**config.mk**
```make
export PLATFORM = sky130hd
export DESIGN_NAME = mem_port_arbiter_flat
export DESIGN_NICKNAME = d
export VERILOG_FILES = /design/src/rtl/mem_port_arbiter_pkg.sv /design/src/rtl/mem_port_arbiter_if.sv /design/src/rtl/mem_port_arbiter_prio.sv /design/src/rtl/mem_port_arbiter.sv /design/src/flat_wrapper.sv
export SDC_FILE = /design/constraint.sdc
export NUM_CORES = 1
export LEC_CHECK = 0
export ABC_AREA = 1
export CORE_AREA = 2 2 145 147
export DETAILED_ROUTE_END_ITERATION = 6
export DIE_AREA = 0 0 147 149
export PLACE_DENSITY = 0.62
export SYNTH_ARGS = -nofsm -noshare
export SYNTH_HDL_FRONTEND = slang
export SYNTH_HIERARCHICAL = 1
export SYNTH_SLANG_ARGS = --single-unit
```
**constraint.sdc**
```tcl
create_clock -name clk -period 14.2 [get_ports clk]
set_input_delay 2.84 -clock clk [delete_from_list [all_inputs] [get_ports clk]]
set_output_delay 2.84 -clock clk [all_outputs]
set_load 0.005 [all_outputs]
```
**src/rtl/mem_port_arbiter_pkg.sv**
```systemverilog
// Shared constants and types for the data-RAM port arbiter.
package mem_pkg;

  localparam logic [1:0] NONE  = 2'd0;
  localparam logic [1:0] READ  = 2'd1;
  localparam logic [1:0] WRITE = 2'd2;

  localparam logic [2:0] MW_LB  = 3'b000;
  localparam logic [2:0] MW_LH  = 3'b001;
  localparam logic [2:0] MW_LW  = 3'b010;
  localparam logic [2:0] MW_LD  = 3'b011;
  localparam logic [2:0] MW_LBU = 3'b100;
  localparam logic [2:0] MW_LHU = 3'b101;
  localparam logic [2:0] MW_LWU = 3'b110;
  localparam logic [2:0] MW_SB  = 3'b000;
  localparam logic [2:0] MW_SH  = 3'b001;
  localparam logic [2:0] MW_SW  = 3'b010;
  localparam logic [2:0] MW_SD  = 3'b011;

  typedef enum logic {IDLE, WAIT} arb_state_e;
  typedef enum logic {OWN_IF, OWN_LS} owner_e;

endpackage

```
**src/rtl/mem_port_arbiter_if.sv**
```systemverilog
// Requester and RAM-side signals of the port arbiter; slave is the arbiter's view.
interface mem_port_arbiter_if #(
  parameter int DATA_WIDTH = 64,
  parameter int RAM_SIZE   = 12
);
  logic                  if_req_valid_i;
  logic                  if_req_ready_o;
  logic [RAM_SIZE-1:0]   if_addr_i;
  logic                  if_rsp_valid_o;
  logic [DATA_WIDTH-1:0] if_rsp_data_o;
  logic                  if_rsp_err_o;

  logic                  ls_req_valid_i;
  logic                  ls_req_ready_o;
  logic [RAM_SIZE-1:0]   ls_addr_i;
  logic                  ls_we_i;
  logic [DATA_WIDTH-1:0] ls_wdata_i;
  logic [2:0]            ls_memwid_i;
  logic                  ls_rsp_valid_o;
  logic [DATA_WIDTH-1:0] ls_rsp_data_o;
  logic                  ls_rsp_err_o;

  logic [RAM_SIZE-1:0]   ram_addr_o;
  logic [1:0]            ram_access_mode_o;
  logic [DATA_WIDTH-1:0] ram_data_o;
  logic [2:0]            ram_memwid_o;
  logic [DATA_WIDTH-1:0] ram_data_i;
  logic                  ram_illegal_i;

  modport slave (
    input  if_req_valid_i, if_addr_i,
    output if_req_ready_o, if_rsp_valid_o, if_rsp_data_o, if_rsp_err_o,
    input  ls_req_valid_i, ls_addr_i, ls_we_i, ls_wdata_i, ls_memwid_i,
    output ls_req_ready_o, ls_rsp_valid_o, ls_rsp_data_o, ls_rsp_err_o,
    output ram_addr_o, ram_access_mode_o, ram_data_o, ram_memwid_o,
    input  ram_data_i, ram_illegal_i
  );

  modport master (
    output if_req_valid_i, if_addr_i,
    input  if_req_ready_o, if_rsp_valid_o, if_rsp_data_o, if_rsp_err_o,
    output ls_req_valid_i, ls_addr_i, ls_we_i, ls_wdata_i, ls_memwid_i,
    input  ls_req_ready_o, ls_rsp_valid_o, ls_rsp_data_o, ls_rsp_err_o,
    input  ram_addr_o, ram_access_mode_o, ram_data_o, ram_memwid_o,
    output ram_data_i, ram_illegal_i
  );
endinterface

```
**src/rtl/mem_port_arbiter_prio.sv**
```systemverilog
// LS-priority grant; IF is forced through once its refusal count hits the limit.
module mem_arb_prio (
  input  logic if_valid_i,
  input  logic ls_valid_i,
  input  logic starve_at_limit_i,
  output logic if_gnt_o,
  output logic ls_gnt_o
);
  always_comb begin
    ls_gnt_o = ls_valid_i & ~(if_valid_i & starve_at_limit_i);
    if_gnt_o = if_valid_i & (~ls_valid_i | starve_at_limit_i);
  end
endmodule

```
**src/rtl/mem_port_arbiter.sv**
```systemverilog
// Shares the single-ported data RAM between IF and LS; one access in flight,
// registered response two cycles after accept.
module mem_port_arbiter
  import mem_pkg::*;
#(
  parameter int DATA_WIDTH   = 64,
  parameter int RAM_SIZE     = 12,
  parameter int STARVE_LIMIT = 4
) (
  input logic clk,
  input logic rst,
  mem_port_arbiter_if.slave bus
);
  localparam int CNT_W = $clog2(STARVE_LIMIT + 1);
  localparam logic [CNT_W-1:0] CNT_MAX = CNT_W'(STARVE_LIMIT);

  arb_state_e            state_q, state_d;
  owner_e                owner_q, owner_d;
  logic                  wr_q, wr_d;
  logic                  err_q, err_d;
  logic [CNT_W-1:0]      starve_cnt_q, starve_cnt_d;
  logic                  if_rsp_valid_q, if_rsp_valid_d;
  logic [DATA_WIDTH-1:0] if_rsp_data_q, if_rsp_data_d;
  logic                  if_rsp_err_q, if_rsp_err_d;
  logic                  ls_rsp_valid_q, ls_rsp_valid_d;
  logic [DATA_WIDTH-1:0] ls_rsp_data_q, ls_rsp_data_d;
  logic                  ls_rsp_err_q, ls_rsp_err_d;

  logic                  if_gnt, ls_gnt;
  logic                  idle, if_acc, ls_acc;
  logic [DATA_WIDTH-1:0] rsp_data;

  mem_arb_prio u_prio (
    .if_valid_i        (bus.if_req_valid_i),
    .ls_valid_i        (bus.ls_req_valid_i),
    .starve_at_limit_i (starve_cnt_q == CNT_MAX),
    .if_gnt_o          (if_gnt),
    .ls_gnt_o          (ls_gnt)
  );

  // Gating with rst keeps both readies low for the whole reset pulse.
  always_comb begin
    idle   = (state_q == IDLE) && !rst;
    if_acc = idle && if_gnt;
    ls_acc = idle && ls_gnt;
  end

  always_comb begin
    bus.ram_addr_o        = '0;
    bus.ram_access_mode_o = NONE;
    bus.ram_data_o        = '0;
    bus.ram_memwid_o      = '0;
    if (ls_acc) begin
      bus.ram_addr_o        = bus.ls_addr_i;
      bus.ram_access_mode_o = bus.ls_we_i ? WRITE : READ;
      bus.ram_data_o        = bus.ls_we_i ? bus.ls_wdata_i : '0;
      bus.ram_memwid_o      = bus.ls_memwid_i;
    end else if (if_acc) begin
      bus.ram_addr_o        = bus.if_addr_i;
      bus.ram_access_mode_o = READ;
      bus.ram_memwid_o      = MW_LW;
    end
  end

  always_comb begin
    state_d      = state_q;
    owner_d      = owner_q;
    wr_d         = wr_q;
    err_d        = err_q;
    starve_cnt_d = starve_cnt_q;

    if (if_acc) begin
      starve_cnt_d = '0;
    end else if (ls_acc && bus.if_req_valid_i && (starve_cnt_q != CNT_MAX)) begin
      starve_cnt_d = starve_cnt_q + 1'b1;
    end

    if (if_acc || ls_acc) begin
      state_d = WAIT;
      owner_d = ls_acc ? OWN_LS : OWN_IF;
      wr_d    = ls_acc && bus.ls_we_i;
      err_d   = bus.ram_illegal_i;
    end else if (state_q == WAIT) begin
      state_d = IDLE;
    end

    // Writes and illegal accesses return zero data regardless of the RAM bus.
    rsp_data       = (wr_q || err_q) ? '0 : bus.ram_data_i;
    if_rsp_valid_d = 1'b0;
    if_rsp_data_d  = '0;
    if_rsp_err_d   = 1'b0;
    ls_rsp_valid_d = 1'b0;
    ls_rsp_data_d  = '0;
    ls_rsp_err_d   = 1'b0;
    if (state_q == WAIT) begin
      if (owner_q == OWN_LS) begin
        ls_rsp_valid_d = 1'b1;
        ls_rsp_data_d  = rsp_data;
        ls_rsp_err_d   = err_q;
      end else begin
        if_rsp_valid_d = 1'b1;
        if_rsp_data_d  = rsp_data;
        if_rsp_err_d   = err_q;
      end
    end
  end

  always_ff @(posedge clk or posedge rst) begin
    if (rst) begin
      state_q        <= IDLE;
      owner_q        <= OWN_IF;
      wr_q           <= 1'b0;
      err_q          <= 1'b0;
      starve_cnt_q   <= '0;
      if_rsp_valid_q <= 1'b0;
      if_rsp_data_q  <= '0;
      if_rsp_err_q   <= 1'b0;
      ls_rsp_valid_q <= 1'b0;
      ls_rsp_data_q  <= '0;
      ls_rsp_err_q   <= 1'b0;
    end else begin
      state_q        <= state_d;
      owner_q        <= owner_d;
      wr_q           <= wr_d;
      err_q          <= err_d;
      starve_cnt_q   <= starve_cnt_d;
      if_rsp_valid_q <= if_rsp_valid_d;
      if_rsp_data_q  <= if_rsp_data_d;
      if_rsp_err_q   <= if_rsp_err_d;
      ls_rsp_valid_q <= ls_rsp_valid_d;
      ls_rsp_data_q  <= ls_rsp_data_d;
      ls_rsp_err_q   <= ls_rsp_err_d;
    end
  end

  always_comb begin
    bus.if_req_ready_o = if_acc;
    bus.ls_req_ready_o = ls_acc;
    bus.if_rsp_valid_o = if_rsp_valid_q;
    bus.if_rsp_data_o  = if_rsp_data_q;
    bus.if_rsp_err_o   = if_rsp_err_q;
    bus.ls_rsp_valid_o = ls_rsp_valid_q;
    bus.ls_rsp_data_o  = ls_rsp_data_q;
    bus.ls_rsp_err_o   = ls_rsp_err_q;
  end

endmodule

```
**src/flat_wrapper.sv**
```systemverilog
// flat-port wrapper written by rule: the top's interface ports become plain ports
module mem_port_arbiter_flat import mem_pkg::*;
#(
  parameter int DATA_WIDTH   = 64,
  parameter int RAM_SIZE     = 12,
  parameter int STARVE_LIMIT = 4
)
  (clk, rst, bus_if_req_valid_i, bus_if_addr_i, bus_if_req_ready_o, bus_if_rsp_valid_o, bus_if_rsp_data_o, bus_if_rsp_err_o, bus_ls_req_valid_i, bus_ls_addr_i, bus_ls_we_i, bus_ls_wdata_i, bus_ls_memwid_i, bus_ls_req_ready_o, bus_ls_rsp_valid_o, bus_ls_rsp_data_o, bus_ls_rsp_err_o, bus_ram_addr_o, bus_ram_access_mode_o, bus_ram_data_o, bus_ram_memwid_o, bus_ram_data_i, bus_ram_illegal_i);
  mem_port_arbiter_if #(.DATA_WIDTH(DATA_WIDTH), .RAM_SIZE(RAM_SIZE)) bus_i ();
  input logic clk;
  input logic rst;
  input wire logic [$bits(bus_i.if_req_valid_i)-1:0] bus_if_req_valid_i;
  input wire logic [$bits(bus_i.if_addr_i)-1:0] bus_if_addr_i;
  output wire logic [$bits(bus_i.if_req_ready_o)-1:0] bus_if_req_ready_o;
  output wire logic [$bits(bus_i.if_rsp_valid_o)-1:0] bus_if_rsp_valid_o;
  output wire logic [$bits(bus_i.if_rsp_data_o)-1:0] bus_if_rsp_data_o;
  output wire logic [$bits(bus_i.if_rsp_err_o)-1:0] bus_if_rsp_err_o;
  input wire logic [$bits(bus_i.ls_req_valid_i)-1:0] bus_ls_req_valid_i;
  input wire logic [$bits(bus_i.ls_addr_i)-1:0] bus_ls_addr_i;
  input wire logic [$bits(bus_i.ls_we_i)-1:0] bus_ls_we_i;
  input wire logic [$bits(bus_i.ls_wdata_i)-1:0] bus_ls_wdata_i;
  input wire logic [$bits(bus_i.ls_memwid_i)-1:0] bus_ls_memwid_i;
  output wire logic [$bits(bus_i.ls_req_ready_o)-1:0] bus_ls_req_ready_o;
  output wire logic [$bits(bus_i.ls_rsp_valid_o)-1:0] bus_ls_rsp_valid_o;
  output wire logic [$bits(bus_i.ls_rsp_data_o)-1:0] bus_ls_rsp_data_o;
  output wire logic [$bits(bus_i.ls_rsp_err_o)-1:0] bus_ls_rsp_err_o;
  output wire logic [$bits(bus_i.ram_addr_o)-1:0] bus_ram_addr_o;
  output wire logic [$bits(bus_i.ram_access_mode_o)-1:0] bus_ram_access_mode_o;
  output wire logic [$bits(bus_i.ram_data_o)-1:0] bus_ram_data_o;
  output wire logic [$bits(bus_i.ram_memwid_o)-1:0] bus_ram_memwid_o;
  input wire logic [$bits(bus_i.ram_data_i)-1:0] bus_ram_data_i;
  input wire logic [$bits(bus_i.ram_illegal_i)-1:0] bus_ram_illegal_i;
  assign bus_i.if_req_valid_i = bus_if_req_valid_i;
  assign bus_i.if_addr_i = bus_if_addr_i;
  assign bus_if_req_ready_o = bus_i.if_req_ready_o;
  assign bus_if_rsp_valid_o = bus_i.if_rsp_valid_o;
  assign bus_if_rsp_data_o = bus_i.if_rsp_data_o;
  assign bus_if_rsp_err_o = bus_i.if_rsp_err_o;
  assign bus_i.ls_req_valid_i = bus_ls_req_valid_i;
  assign bus_i.ls_addr_i = bus_ls_addr_i;
  assign bus_i.ls_we_i = bus_ls_we_i;
  assign bus_i.ls_wdata_i = bus_ls_wdata_i;
  assign bus_i.ls_memwid_i = bus_ls_memwid_i;
  assign bus_ls_req_ready_o = bus_i.ls_req_ready_o;
  assign bus_ls_rsp_valid_o = bus_i.ls_rsp_valid_o;
  assign bus_ls_rsp_data_o = bus_i.ls_rsp_data_o;
  assign bus_ls_rsp_err_o = bus_i.ls_rsp_err_o;
  assign bus_ram_addr_o = bus_i.ram_addr_o;
  assign bus_ram_access_mode_o = bus_i.ram_access_mode_o;
  assign bus_ram_data_o = bus_i.ram_data_o;
  assign bus_ram_memwid_o = bus_i.ram_memwid_o;
  assign bus_i.ram_data_i = bus_ram_data_i;
  assign bus_i.ram_illegal_i = bus_ram_illegal_i;
  mem_port_arbiter #(.DATA_WIDTH(DATA_WIDTH), .RAM_SIZE(RAM_SIZE), .STARVE_LIMIT(STARVE_LIMIT)) u_core (.clk(clk), .rst(rst), .bus(bus_i));
endmodule
```
Figure 1. Floorplan with the power grid.
Pins as bars on the die edge. Tap cells in gray.
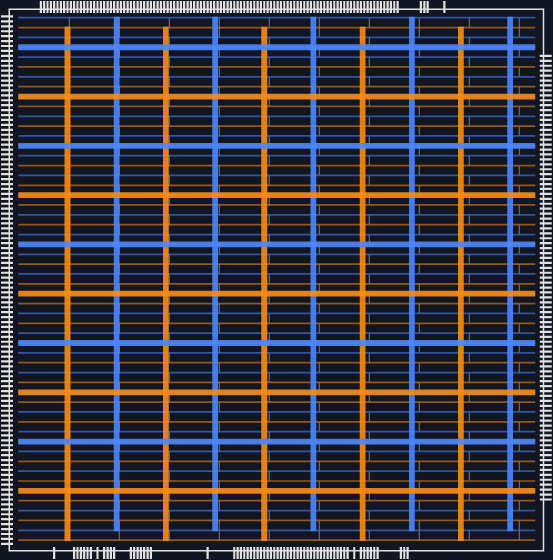
color	net
orange	VSS
blue	VDD
rows	53
met5 straps	10
met1 rails	54
signal pins	376
maximum ir drop on the vdd rail: 0.0608 mV
core region area: 0.0206 mm2

Figure 2. Placement by cell class.
The bar under the picture is 50 um long. Fill, decap, tap and diode cells in gray.
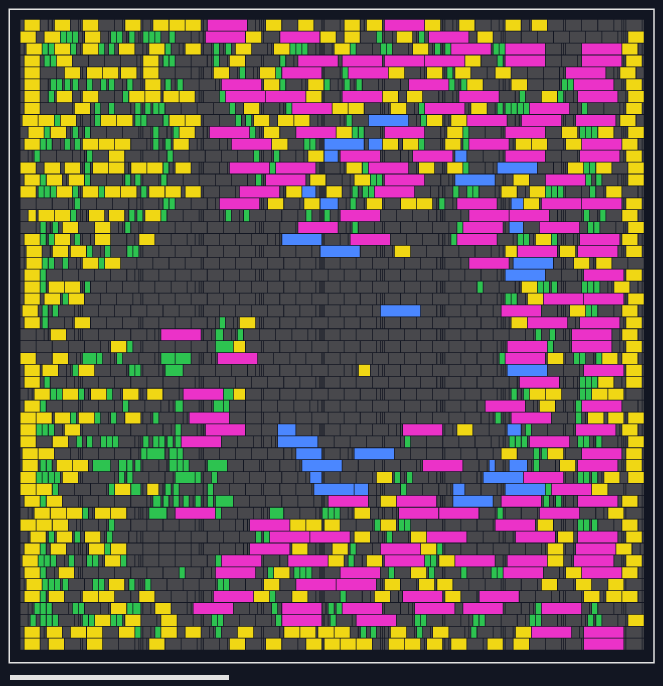
color	class	cells	share of their area
green	remaining logic cells	419	18%
blue	clock drivers and dummy loads	32	5.9%
magenta	sequential cells	139	37%
yellow	remaining buffers and delay cells	380	40%
standard-cell row count: 53
register share of the cell area: 35.3%
Design Area, Final: 0.00984 mm2

==> qor_table.md <==
| Stage | Parameter | Value |
|---|---|---|
| outcome | Result of the run | finished clean |
| hold path | Hold Crit Class | reg -> reg |
| clock tree | Post-cts resize count | 0 |
| clock tree | Post-CTS setup repair buffer count | 0 |
| finish | Area growth from synthesis to layout | 83.4% |
| synth | Number of standard cells reported by yosys | 595 |
| clock tree | Clock sink count | 139 |
| clock tree | Hold buffers post-CTS | 0 |
| finish | Number of nets in the finished design | 1120 |
| run | Max-cap violation count | 0 |
| synth | Largest logic family | simple AND/OR/NAND/NOR gates |
| synth | Top area contributor share | 64.8% |
| floorplanning | Die Size | 0.0219 mm2 |
| synth | Most common reg cell | dfrtp_1 |
| place | Port bufs | 375 |
| routing | # DRC | 0 |
| routing | Number of vias per cell after detailed routing | 4.12 |
| place | HPWL after detailed placement | 14.3 mm |
| pwr | Total power draw | 0.00113 W |
| synth | Most instantiated library cell after synthesis | nor2_1 |
| synth | Post-synthesis instance area | 0.00537 mm2 |
| synth | Syn_nets | 758 |
| timing | Number of setup violations in the final report | 0 |
| critical path | Critical Path Sink Type | output pin |
| floorplanning | Die span in y | 149 um |
| clock tree | CTS buffer count | 17 |
| synth | Fraction of synthesized cell area in xor and xnor cells | 0% |
| synth | Post-Synth Adder-Cell Area | 0.466% |
| timing | Setup TNS | 0 ns |
| run | Tally of OpenROAD warnings | 27 |
| timing | Transition time of the tightest slew-check pin | 1.06 ns |
| critical path | CP Max Fanout | 74 |
| floorplanning | Number of ports placed on the die boundary | 376 |
| timing | Worst-case headroom to the max-slew limit | 29.3% |
| global routing | Number of global-route vias before repair | 5197 |
| critical path | Type of element launching the critical path | input pin |
| synth | Yosys cell types | 20 |
| synth | Synthesized area per cell | 9.02 um2 |
| clock tree | Clock tree from TritonCTS | done |
| critical path | Worst Setup Path Type | in -> out |
| global routing | First-pass GRT wire length | 29.4 mm |
| synth | Top post-synthesis cells by area | dfrtp_1, nor2_1, nand2_1, buf_2, buf_6 |
| routing | Number of optimization iterations in the first detailed-route pass | 5 |
| floorplanning | Die width | 147 um |
Figure 3. Met2 routing.
The bar under the picture is 50 um long.
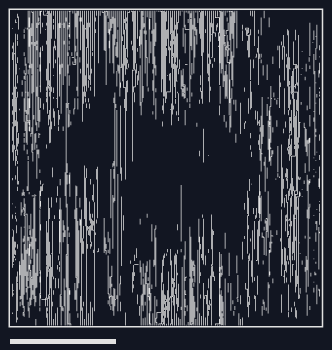
share of all routed wire	54%
nets with wire on the layer	914
main direction	vertical
wire length on this layer	10500 um
via count: 5126
global routing usage on met2: 33.1%
aggregate routed wire length: 19.4 mm

Figure 4. Clock network drawn from the DEF.
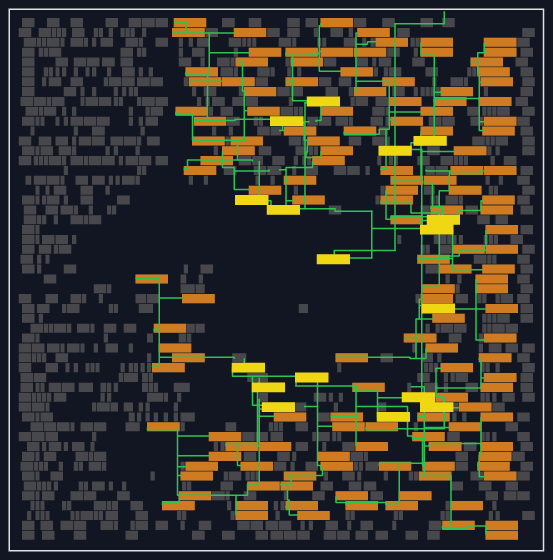
[orange] flip-flops | count: 139
[green] clock wires | length: 1780 um
[yellow] clock-net drivers | count: 17
routed clock nets	18
Clk network pwr share: 37.0%
Final Skew: 0.00630 ns

-- sequential cells by signal, indices dropped and copies added, names as in the netlist --
signal                     flops
u_core/bus.if_rsp_data_o      64
u_core/bus.ls_rsp_data_o      64
u_core/starve_cnt_q            3
u_core/bus.if_rsp_err_o        1
u_core/bus.if_rsp_valid_o      1
u_core/bus.ls_rsp_err_o        1
u_core/bus.ls_rsp_valid_o      1
u_core/err_q                   1
u_core/owner_q                 1
u_core/state_q                 1
u_core/wr_q                    1
-- report_power, final --
part / internal, W / switching [W]
Sequential: 0.000428 / 0.0000130
Combinational: 0.000130 / 0.000140
Clock: 0.000231 / 0.000186
-- critical path, stage by stage --
cell and delay, ns:
clkdlybuf4s50_1 0.53, a21oi_1 0.15, nand2_2 0.09, buf_4 0.59, inv_2 0.28, o21ai_0 0.23
clkdlybuf4s50_1 0.53
-- placed cells by master (no fill, tap or decap), drive strengths merged --
cell,n
a21oi,3
buf,6
clkbuf,18
clkdlybuf4s50,374
clkinv,4
clkinvlp,4
dfrtp,139
ha,2
inv,23
nand2,188
nand3,3
nor2,202
o21ai,4
-- layer usage --
| layer | wire length (um) | up-vias | GRT usage [%] |
|---|---|---|---|
| met2 | 10500 | 250 | 33.1 |
| met5 | 0 | - | 0 |
| met1 | 6990 | 2362 | 18.9 |
| met3 | 1540 | 20 | 5.35 |
| li1 | - | 2494 | - |
| met4 | 331 | 0 | 5.48 |
-- stage by stage --
step / area, um2 / utilization (%) / hold WS, ns / std cells
4_1_cts: 9840 / 47.9 / 0.531 / 1245
3_5_place_dp: 9280 / 45.1 / 0.515 / 1213
2_1_floorplan: 5370 / - / 0.467 / 595
5_1_grt: 9840 / 47.9 / 0.549 / 1245
6_report: 9840 / 47.9 / 0.529 / 1245
3_3_place_gp: 9280 / 45.1 / 0.498 / 1213
-- layout make-up --
class	instances	area [um2]
Fill cell	1969	10700
Tap cell	275	344
Clock inverter	14	133
Sequential cell	139	3480
Inverter	17	68.8
Timing Repair Buffer	380	3790
Clock buffer	18	429
Multi-Input combinational cell	402	1600
-- kinds of logic after synthesis --
group,count (synthesis)
simple gates,393
compound gates,7
buf+inv,54
fa+ha+maj,2
flops,139
-- final timing paths --
kind	slack, ns	start	end	cells past startpoint
max	6.11	bus_if_req_valid_i	bus_ram_memwid_o[1]	7
min	0.53	u_core/starve_cnt_q[0]$_DFFE_PP0P_	u_core/starve_cnt_q[0]$_DFFE_PP0P_	2
max reg2reg	12.20	u_core/starve_cnt_q[0]$_DFFE_PP0P_	u_core/starve_cnt_q[1]$_DFFE_PP0P_	11
min reg2reg	0.53	u_core/starve_cnt_q[0]$_DFFE_PP0P_	u_core/starve_cnt_q[0]$_DFFE_PP0P_	2
max in group asynchronous	9.95	rst	u_core/bus.if_rsp_data_o[31]$_DFF_PP0_	3
min in group asynchronous	3.04	rst	u_core/bus.ls_rsp_data_o[60]$_DFF_PP0_	2
Power and IR drop assume default switching activity.
